## config.mk

```make
export PLATFORM = sky130hd
export DESIGN_NAME = fetch_prefetch_unit
export DESIGN_NICKNAME = d
export VERILOG_FILES = /design/src/rtl/fetch_prefetch_unit.sv
export SDC_FILE = /design/constraint.sdc
export NUM_CORES = 1
export LEC_CHECK = 0
export CORE_ASPECT_RATIO = 0.75
export CORE_MARGIN = 3
export CORE_UTILIZATION = 50
export DETAILED_ROUTE_END_ITERATION = 10
export DONT_BUFFER_PORTS = 1
export HOLD_SLACK_MARGIN = 0.06
export MAX_ROUTING_LAYER = met4
export PLACE_DENSITY = 0.62
export SLEW_MARGIN = 40
export SYNTH_ARGS = -nofsm -noshare
export SYNTH_HDL_FRONTEND = slang
export SYNTH_SLANG_ARGS = --single-unit
export TNS_END_PERCENT = 5
```

## constraint.sdc

```tcl
create_clock -name clk -period 8.99 [get_ports clk]
set_input_delay 1.3485 -clock clk [delete_from_list [all_inputs] [get_ports clk]]
set_output_delay 1.3485 -clock clk [all_outputs]
set_load 0.005 [all_outputs]
```

## src/rtl/fetch_prefetch_unit.sv

```systemverilog
// Instruction-fetch front end: keeps up to DEPTH imem requests in flight and buffers
// returned instructions in an in-order queue; jumps flush the queue and drop stale responses.
module fetch_prefetch_unit #(
  parameter int unsigned ADDR_W = 32,
  parameter int unsigned DATA_W = 32,
  parameter int unsigned DEPTH = 4,
  parameter logic [ADDR_W-1:0] RESET_PC = 32'h0040_0000
) (
  input  logic              clk,
  input  logic              rst,
  input  logic              fetch_enable,
  input  logic              jump_valid,
  input  logic [ADDR_W-1:0] jump_address,
  output logic              imem_req,
  output logic [ADDR_W-1:0] imem_addr,
  input  logic              imem_rsp_valid,
  input  logic [DATA_W-1:0] imem_rsp_data,
  output logic              inst_valid,
  input  logic              inst_ready,
  output logic [DATA_W-1:0] inst,
  output logic [ADDR_W-1:0] pc_4,
  output logic [$clog2(DEPTH+1)-1:0] occupancy,
  output logic              flush_busy
);

  localparam int unsigned CW = $clog2(DEPTH + 1);
  localparam int unsigned PW = $clog2(DEPTH);
  localparam logic [CW:0] DepthC = (CW + 1)'(DEPTH);

  logic [ADDR_W-1:0] fetch_pc_q, fetch_pc_d, resp_pc_q, resp_pc_d;
  logic [CW-1:0]     inflight_q, inflight_d, drop_q, drop_d, count_q, count_d;
  logic [PW-1:0]     rd_ptr_q, rd_ptr_d, wr_ptr_q, wr_ptr_d;
  logic [DATA_W-1:0] inst_mem [DEPTH];
  logic [ADDR_W-1:0] pc4_mem [DEPTH];
  logic [ADDR_W-1:0] jump_target;
  logic [CW:0]       credit_used;
  logic              push, pop;
  logic              unused_jump_lsb;

  assign jump_target     = {jump_address[ADDR_W-1:2], 2'b00};
  assign unused_jump_lsb = ^jump_address[1:0];

  // Queue entries plus outstanding requests never exceed DEPTH, so pushes cannot overflow.
  assign credit_used = {1'b0, count_q} + {1'b0, inflight_q};
  assign imem_req    = fetch_enable && !jump_valid && (credit_used < DepthC);
  assign imem_addr   = fetch_pc_q;

  assign inst_valid = (count_q != '0);
  assign pop        = inst_valid && inst_ready;
  assign push       = imem_rsp_valid && (drop_q == '0) && !jump_valid;
  assign inst       = inst_valid ? inst_mem[rd_ptr_q] : '0;
  assign pc_4       = inst_valid ? pc4_mem[rd_ptr_q] : '0;
  assign occupancy  = count_q;
  assign flush_busy = (drop_q != '0);

  always_comb begin
    fetch_pc_d = fetch_pc_q;
    resp_pc_d  = resp_pc_q;
    drop_d     = drop_q;
    rd_ptr_d   = rd_ptr_q;
    wr_ptr_d   = wr_ptr_q;
    count_d    = count_q;
    inflight_d = inflight_q + CW'(imem_req) - CW'(imem_rsp_valid);
    if (jump_valid) begin
      // Everything still outstanding after this cycle belongs to the old stream.
      fetch_pc_d = jump_target;
      resp_pc_d  = jump_target;
      drop_d     = inflight_q - CW'(imem_rsp_valid);
      rd_ptr_d   = '0;
      wr_ptr_d   = '0;
      count_d    = '0;
    end else begin
      if (imem_req) fetch_pc_d = fetch_pc_q + ADDR_W'(4);
      if (imem_rsp_valid) begin
        if (drop_q != '0) drop_d = drop_q - CW'(1);
        else resp_pc_d = resp_pc_q + ADDR_W'(4);
      end
      wr_ptr_d = wr_ptr_q + PW'(push);
      rd_ptr_d = rd_ptr_q + PW'(pop);
      count_d  = count_q + CW'(push) - CW'(pop);
    end
  end

  always_ff @(posedge clk or posedge rst) begin
    if (rst) begin
      fetch_pc_q <= RESET_PC;
      resp_pc_q  <= RESET_PC;
      inflight_q <= '0;
      drop_q     <= '0;
      rd_ptr_q   <= '0;
      wr_ptr_q   <= '0;
      count_q    <= '0;
    end else begin
      fetch_pc_q <= fetch_pc_d;
      resp_pc_q  <= resp_pc_d;
      inflight_q <= inflight_d;
      drop_q     <= drop_d;
      rd_ptr_q   <= rd_ptr_d;
      wr_ptr_q   <= wr_ptr_d;
      count_q    <= count_d;
    end
  end

  // Storage is not reset; outputs are masked while the queue is empty.
  always_ff @(posedge clk) begin
    if (push) begin
      inst_mem[wr_ptr_q] <= imem_rsp_data;
      pc4_mem[wr_ptr_q]  <= resp_pc_q + ADDR_W'(4);
    end
  end

  assert property (@(posedge clk) disable iff (rst)
    !(push && !pop && (count_q == CW'(DEPTH))));

endmodule
```

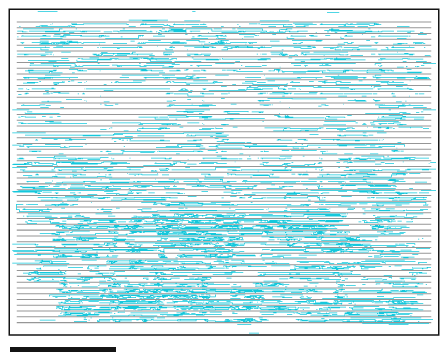
Fig. 1. Signal wires on met1 (run 1).
Bar = 50 um. Supply wires on this layer in gray.
- longest straight run: 64.9 um
- share of all routed wire: 47%
Via Count: 8174
WL final: 30800 um
met1 usage: 31.5%

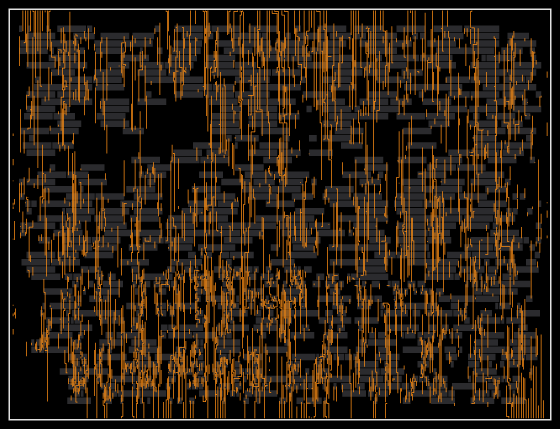
Fig. 2. The metal 2 layer (run 1).
Cells faint in the background.
- share of all routed wire: 44%
- longest straight run: 60.7 um
- nets with wire on the layer: 880
routing usage on met2: 29.3%

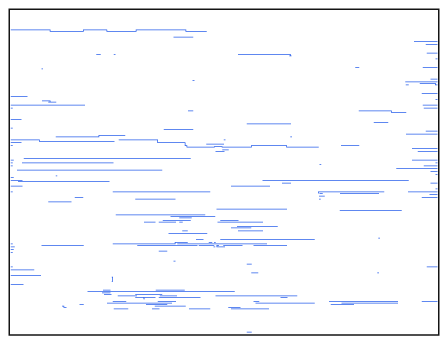
Fig. 3. M3 wires (run 1).
- main direction: horizontal
- nets with wire on the layer: 114
- longest straight run: 78.2 um
met3 usage: 4.46%

==> run 1: metal layers <==
metal | share of wire [%] | wire length (um) | global-route usage [%]
met1 | 47 | 14600 | 31.5
met2 | 44 | 13600 | 29.3
met3 | 6.7 | 2050 | 4.46
met4 | 1.8 | 552 | 3.55
met5 | 0 | 0 | -
==> run 1: synth_stat cells, types with 17 or more instances <==
cell type,n,area [um2]
xnor2_1,30,263
nor2b_1,67,419
and4_1,17,149
or4_1,23,173
dfrtp_1,71,1780
inv_1,19,71.3
nand3_1,21,105
a31oi_1,25,156
clkbuf_1,38,143
nor3_1,31,155
o31ai_1,21,158
edfxtp_1,248,7450
nand2_1,37,139
nor2_1,49,184
mux4_2,62,1400
nand4_1,22,138
xor2_1,21,184
==> run 1: power groups by stage <==
stage	Clock, mW	Combinational [mW]	Sequential [mW]
after floorplan	0	0.681	1.78
after global placement	0	0.809	1.85
after detailed placement	0	0.827	1.85
after CTS	1.40	0.830	1.82
after global routing	1.46	0.897	1.84
final	1.37	0.803	1.82
==> run 1: final timing paths <==
check | end | cells after the start | slack [ns] | startpoint
min in group asynchronous | occupancy[0] | 1 | 0.60 | rst
min reg2reg | resp_pc_q[22] | 2 | 0.55 | resp_pc_q[22]
max | pc_4[19] | 3 | 4.67 | rd_ptr_q[0]
min | resp_pc_q[22] | 2 | 0.55 | resp_pc_q[22]
max reg2reg | imem_addr[22] | 5 | 6.11 | occupancy[1]
max in group asynchronous | imem_addr[19] | 2 | 7.50 | rst
==> run 1: final cells by class <==
type                    count  area share [%]
flip-flops and latches    321            58.9
multi-input cells         561            30.2
clock buffers              35            5.02
well taps                 378            3.00
clock inverters            23            1.78
repair buffers             11           0.667
inverters                  19           0.452
==> reports/results.ini, run 1 <==
[run_status]
status = complete, no violations

[die]
fp_util_pct = 51.9
rows = 52
die_h_um = 153
pin_count = 172
die_x_um = 201
core_mm2 = 0.0276

[layout]
area_growth_pct = 10.1
post-route-util_pct = 57.1
fill_cells = 2204
layout.nets = 1031
largest_reg_flops = 128
antennaDiodeCount = 0
largest_registers = inst_mem x128, pc4_mem x120
stdcell_count = 1348
layout_top_cells = edfxtp_1 (248), dfrtp_1 (69), nor2b_1 (67), mux4_2 (62), nor2_1 (48)

[logic_synthesis]
syn_area_mm2 = 0.0143
aoi_share_pct = 4.41
synthArstFlopShare_pct = 22.7
synth.logic.top_family = simple AND/OR/NAND/NOR gates
synth-main-ff-cell = edfxtp_1
fa_ha_area_share_pct = 1.50
yosysSeqAreaShare_pct = 64.8
synth-edff-count = 248
avgSynthCellArea_um2 = 14.9
ys_sh_mux_pct = 10.6
ys_chip_area_mm2 = 0.0143

[min_path]
hold_class = flop to flop

[global_route]
grt_usage_pct = 20.7
antenna_found_initial = 0
grt_max_degree = 74
overflow = 0
grt_pass1_vias = 8022
grt_pass1_wl_um = 48500

[final_timing]
worstMarginPinSlew_ns = 0.794
setup_viol = 0
finalSetupTns_ns = 0
drv_slew = 0
fin_worst_skew_ns = 0.0174
fmax_mhz = 232
finalCriticalPeriod_ns = 4.32
max-slew-margin-rel_pct = 47.0

[routing]
drc = 0
ant_nets = 0
vias_per_cell = 6.06
drtPass1Iterations = 5

[power]
swShare_pct = 28.3
vdd_drop_max_uv = 153
power_frac_comb_pct = 20.1
intPower_mw = 2.86
p_per_area_mw_per_mm2 = 253
p_leak_nw = 5.13
power_switching_mw = 1.13
power_mw = 3.99
clkPwrFrac_pct = 34.2

[clocking]
cts_setup_buffers = 0
cts-root-buf = clkbuf_16
clock_path_buffers = 3
h-tree-depth = 1
cts.clk_slew.worst_paths_ns = 0.07
cts_buffers = 31
cts_tree = yes
clkLatencyLatePin_ns = 0.57
cts_sinks = 321
cts_resized = 0

[worst_setup_path]
cp_slowest_stage_delay_ns = 0.89
critPathLaunchType = flop
cp_max_fo = 32
crit_type = flop to output pin
path_cells = buf_4, mux4_2, nor2b_1

[placed_design]
port_buffers = 0
placed_area_mm2 = 0.0147
pre_cts_slack_ns = 5.16
dpl.cell_count = 1290
dp_hpwl_um = 19100

[run]
cap_violations = 0

==> inputs of run 2 (changes only) <==
--- a/config.mk
+++ b/config.mk
@@ -12,7 +12,7 @@
 export DONT_BUFFER_PORTS = 1
 export HOLD_SLACK_MARGIN = 0.06
 export MAX_ROUTING_LAYER = met4
-export PLACE_DENSITY = 0.62
+export PLACE_DENSITY = 0.65
 export SLEW_MARGIN = 40
 export SYNTH_ARGS = -nofsm -noshare
 export SYNTH_HDL_FRONTEND = slang
==> constraint.sdc (replaced) <==
create_clock -name clk -period 3.6 [get_ports clk]
set_input_delay 0.54 -clock clk [delete_from_list [all_inputs] [get_ports clk]]
set_output_delay 0.54 -clock clk [all_outputs]
set_load 0.005 [all_outputs]
==> run 2 against run 1 <==
Compared with the run above:
- combinational power rose to 2.6 times the previous value
- critical path type unchanged
- synthesized area unchanged
- highest routed layer unchanged
- critical endpoint unchanged
- largest power group unchanged
- non-clock buffer count up 9
==> reports/results.ini, run 2 <==
[power]
swShare_pct = 28.9  ; was 28.3%
p_per_area_mw_per_mm2 = 609  ; was 253 mW/mm2
power_switching_mw = 2.78  ; was 1.13 mW
power_frac_comb_pct = 21.4  ; was 20.1%
p_leak_nw = 5.13  ; about the same
intPower_mw = 6.83  ; was 2.86 mW
power_clock_mw = 3.00  ; was 1.37 mW
clkPwrFrac_pct = 31.2  ; was 34.2%
vdd_drop_max_uv = 369  ; was 153 uV
seq_cell_power_mw = 4.55  ; was 1.82 mW
pg_comb_mw = 2.06  ; was 0.803 mW
top_power_group = sequential cells  ; unchanged

[global_route]
grt_pass1_vias = 8094  ; was 8022
overflow = 0  ; unchanged
grt_usage_pct = 20.8  ; was 20.7%
antenna_found_initial = 0  ; unchanged
grt_pass1_wl_um = 49100  ; was 48500 um
grt_max_degree = 64  ; was 74

[layout]
antennaDiodeCount = 0  ; unchanged
largest_reg_flops = 128  ; unchanged
mostFrequentLayoutCell = edfxtp_1  ; unchanged
largest_registers = inst_mem x128, pc4_mem x120  ; unchanged
stdcell_count = 1356  ; was 1348
fill_cells = 2209  ; was 2204
layout.nets = 1040  ; was 1031
post-route-util_pct = 57.1  ; about the same
area_growth_pct = 10.1  ; about the same

[clocking]
cts_buffers = 31  ; unchanged
clkLatencyLatePin_ns = 0.54  ; was 0.57 ns
cts.clk_slew.worst_paths_ns = 0.06  ; was 0.07 ns
h-tree-depth = 1  ; unchanged
cts_tree = yes  ; unchanged
cts_setup_buffers = 0  ; unchanged
cts-root-buf = clkbuf_16  ; unchanged
cts_resized = 0  ; unchanged
cts_sinks = 321  ; unchanged
clock_path_buffers = 3  ; unchanged

[logic_synthesis]
avgSynthCellArea_um2 = 14.9  ; unchanged
top_cells_by_count = edfxtp_1 (248), dfrtp_1 (71), nor2b_1 (67)  ; unchanged
yosysMostFrequentCell = edfxtp_1  ; unchanged
synthArstFlopShare_pct = 22.7  ; unchanged
netlist_instances = 959  ; unchanged
synth-edff-count = 248  ; unchanged
syn_area_mm2 = 0.0143  ; unchanged
yosysSeqAreaShare_pct = 64.8  ; unchanged
ys_chip_area_mm2 = 0.0143  ; unchanged
top_cell_area_share_pct = 52.0  ; unchanged
synth-main-ff-cell = edfxtp_1  ; unchanged
largest_area_cell = edfxtp_1  ; unchanged
top_cells_by_area = edfxtp_1 (52%), dfrtp_1 (12%), mux4_2 (9.8%), nor2b_1 (2.9%), xnor2_1 (1.8%)  ; unchanged

[final_timing]
fin_worst_skew_ns = 0.00943  ; was 0.0174 ns
finalCriticalPeriod_ns = 2.97
drv_slew = 0  ; unchanged
fmax_mhz = 337
finalSetupTns_ns = 0  ; unchanged
setup_viol = 0  ; unchanged
worstMarginPinSlew_ns = 0.772  ; was 0.794 ns
max-slew-margin-rel_pct = 48.5  ; was 47.0%

[die]
die_h_um = 153  ; unchanged
pin_count = 172  ; unchanged
rows = 52  ; unchanged
die_x_um = 201  ; unchanged
fp_util_pct = 51.9  ; unchanged
core_mm2 = 0.0276  ; unchanged

[worst_setup_path]
worstSetupStartpoint = rd_ptr_q[0]  ; unchanged
cp_slowest_cell = dfrtp_4  ; unchanged
critPathLaunchType = flop  ; unchanged
path_cells = buf_12, mux4_2, nor2b_1  ; was buf_4, mux4_2, nor2b_1
cp_slowest_stage_delay_ns = 0.83  ; was 0.89 ns
critPathCaptureType = output pin  ; unchanged
crit_type = flop to output pin  ; unchanged
r2r-start = occupancy[2]  ; was occupancy[1]
cp_max_fo = 28  ; was 32

[placed_design]
placed_area_mm2 = 0.0148  ; was 0.0147 mm2
dpl.cell_count = 1296  ; was 1290
port_buffers = 0  ; unchanged
dp_hpwl_um = 19400  ; was 19100 um

[min_path]
hp-start = imem_rsp_data[17]  ; was resp_pc_q[22]
hold_class = input pin to flop  ; was flop to flop

[routing]
ant_nets = 0  ; unchanged
vias_per_cell = 6.08  ; was 6.06
drc = 0  ; unchanged
drtPass1Iterations = 4  ; was 5

[run]
cap_violations = 0  ; unchanged

[run_status]
status = complete, no violations  ; unchanged

## run 2: final cells by class
class                           instances  area [um2]  area share [%]
Sequential cell                       321        9280            58.9
Inverter                               19        72.6           0.460
Timing Repair Buffer                   20         258            1.63
Clock buffer                           39         806            5.11
Multi-Input combinational cell        561        4750            30.1
Clock inverter                         18         124           0.786
Tap cell                              378         473            3.00
## run 2: cells by family (layout without fill, tap and decap cells)
family | count (synthesis) | in the layout | share of synthesized area [%]
and+or+nand+nor | 322 | 322 | 13.2
DFF | 321 | 321 | 64.8
AOI/OAI and AO/OA | 95 | 95 | 4.41
buffers and inverters | 80 | 96 | 2.34
muxes | 73 | 73 | 10.6
xor gates and xnor gates | 51 | 51 | 3.12
adders and majority gates | 16 | 16 | 1.50
other | 1 | 4 | 0.0262
## run 2: metal layers
metal,routed length [um],global-route usage [%],share of wire [%],vias to the layer above
met4,577,3.95,1.9,0
met2,14200,30.8,46,200
li1,-,-,-,3712
met3,1410,2.82,4.5,42
met1,14900,31.6,48,4292
met5,0,-,0,-
## run 2: path summary, 6_finish.rpt
kind	to	slack, ns	cells after the start
max	pc_4[19]	0.63	3
min	inst_mem[1][17]	0.09	0
max reg2reg	imem_addr[22]	0.75	5
min reg2reg	resp_pc_q[22]	0.55	2
max in group asynchronous	resp_pc_q[22]	2.35	3
min in group asynchronous	imem_addr[6]	0.54	2
## run 2: metrics by stage
step	worst slack, ns	hold slack [ns]	total power [mW]
floorplan	-0.410	0.505	6.14
global placement	0.875	0.532	6.69
detailed placement	0.830	0.538	6.73
CTS	0.547	0.0604	9.75
global route	0.478	0.0602	10.1
finish	0.629	0.0899	9.60
## run 2: timing repair
item | in CTS | in global routing
endpoints found under the setup margin | 0 | 0
endpoints found under the hold margin | 42 | 0
hold buffers | 3 | 0
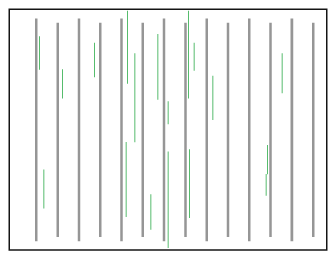
Fig. 4. Signal wires on met4 (run 2).
Supply wires on this layer in gray.
- share of all routed wire: 1.9%
- main direction: vertical
- longest straight run: 61.2 um
- wire length on this layer: 577 um
- nets with wire on the layer: 8
Via Count: 8246
WL final: 31100 um

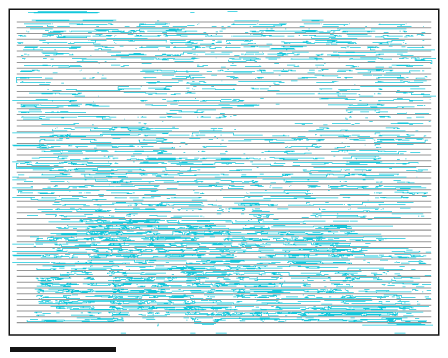
Fig. 5. Signal wires on met1 (run 2).
Bar = 50 um. Supply wires on this layer in gray.
- main direction: horizontal
- share of all routed wire: 48%
- nets with wire on the layer: 967
- wire length on this layer: 14900 um
- longest straight run: 56.1 um
met1 usage: 31.6%

Power is estimated from default activity; no workload was simulated.
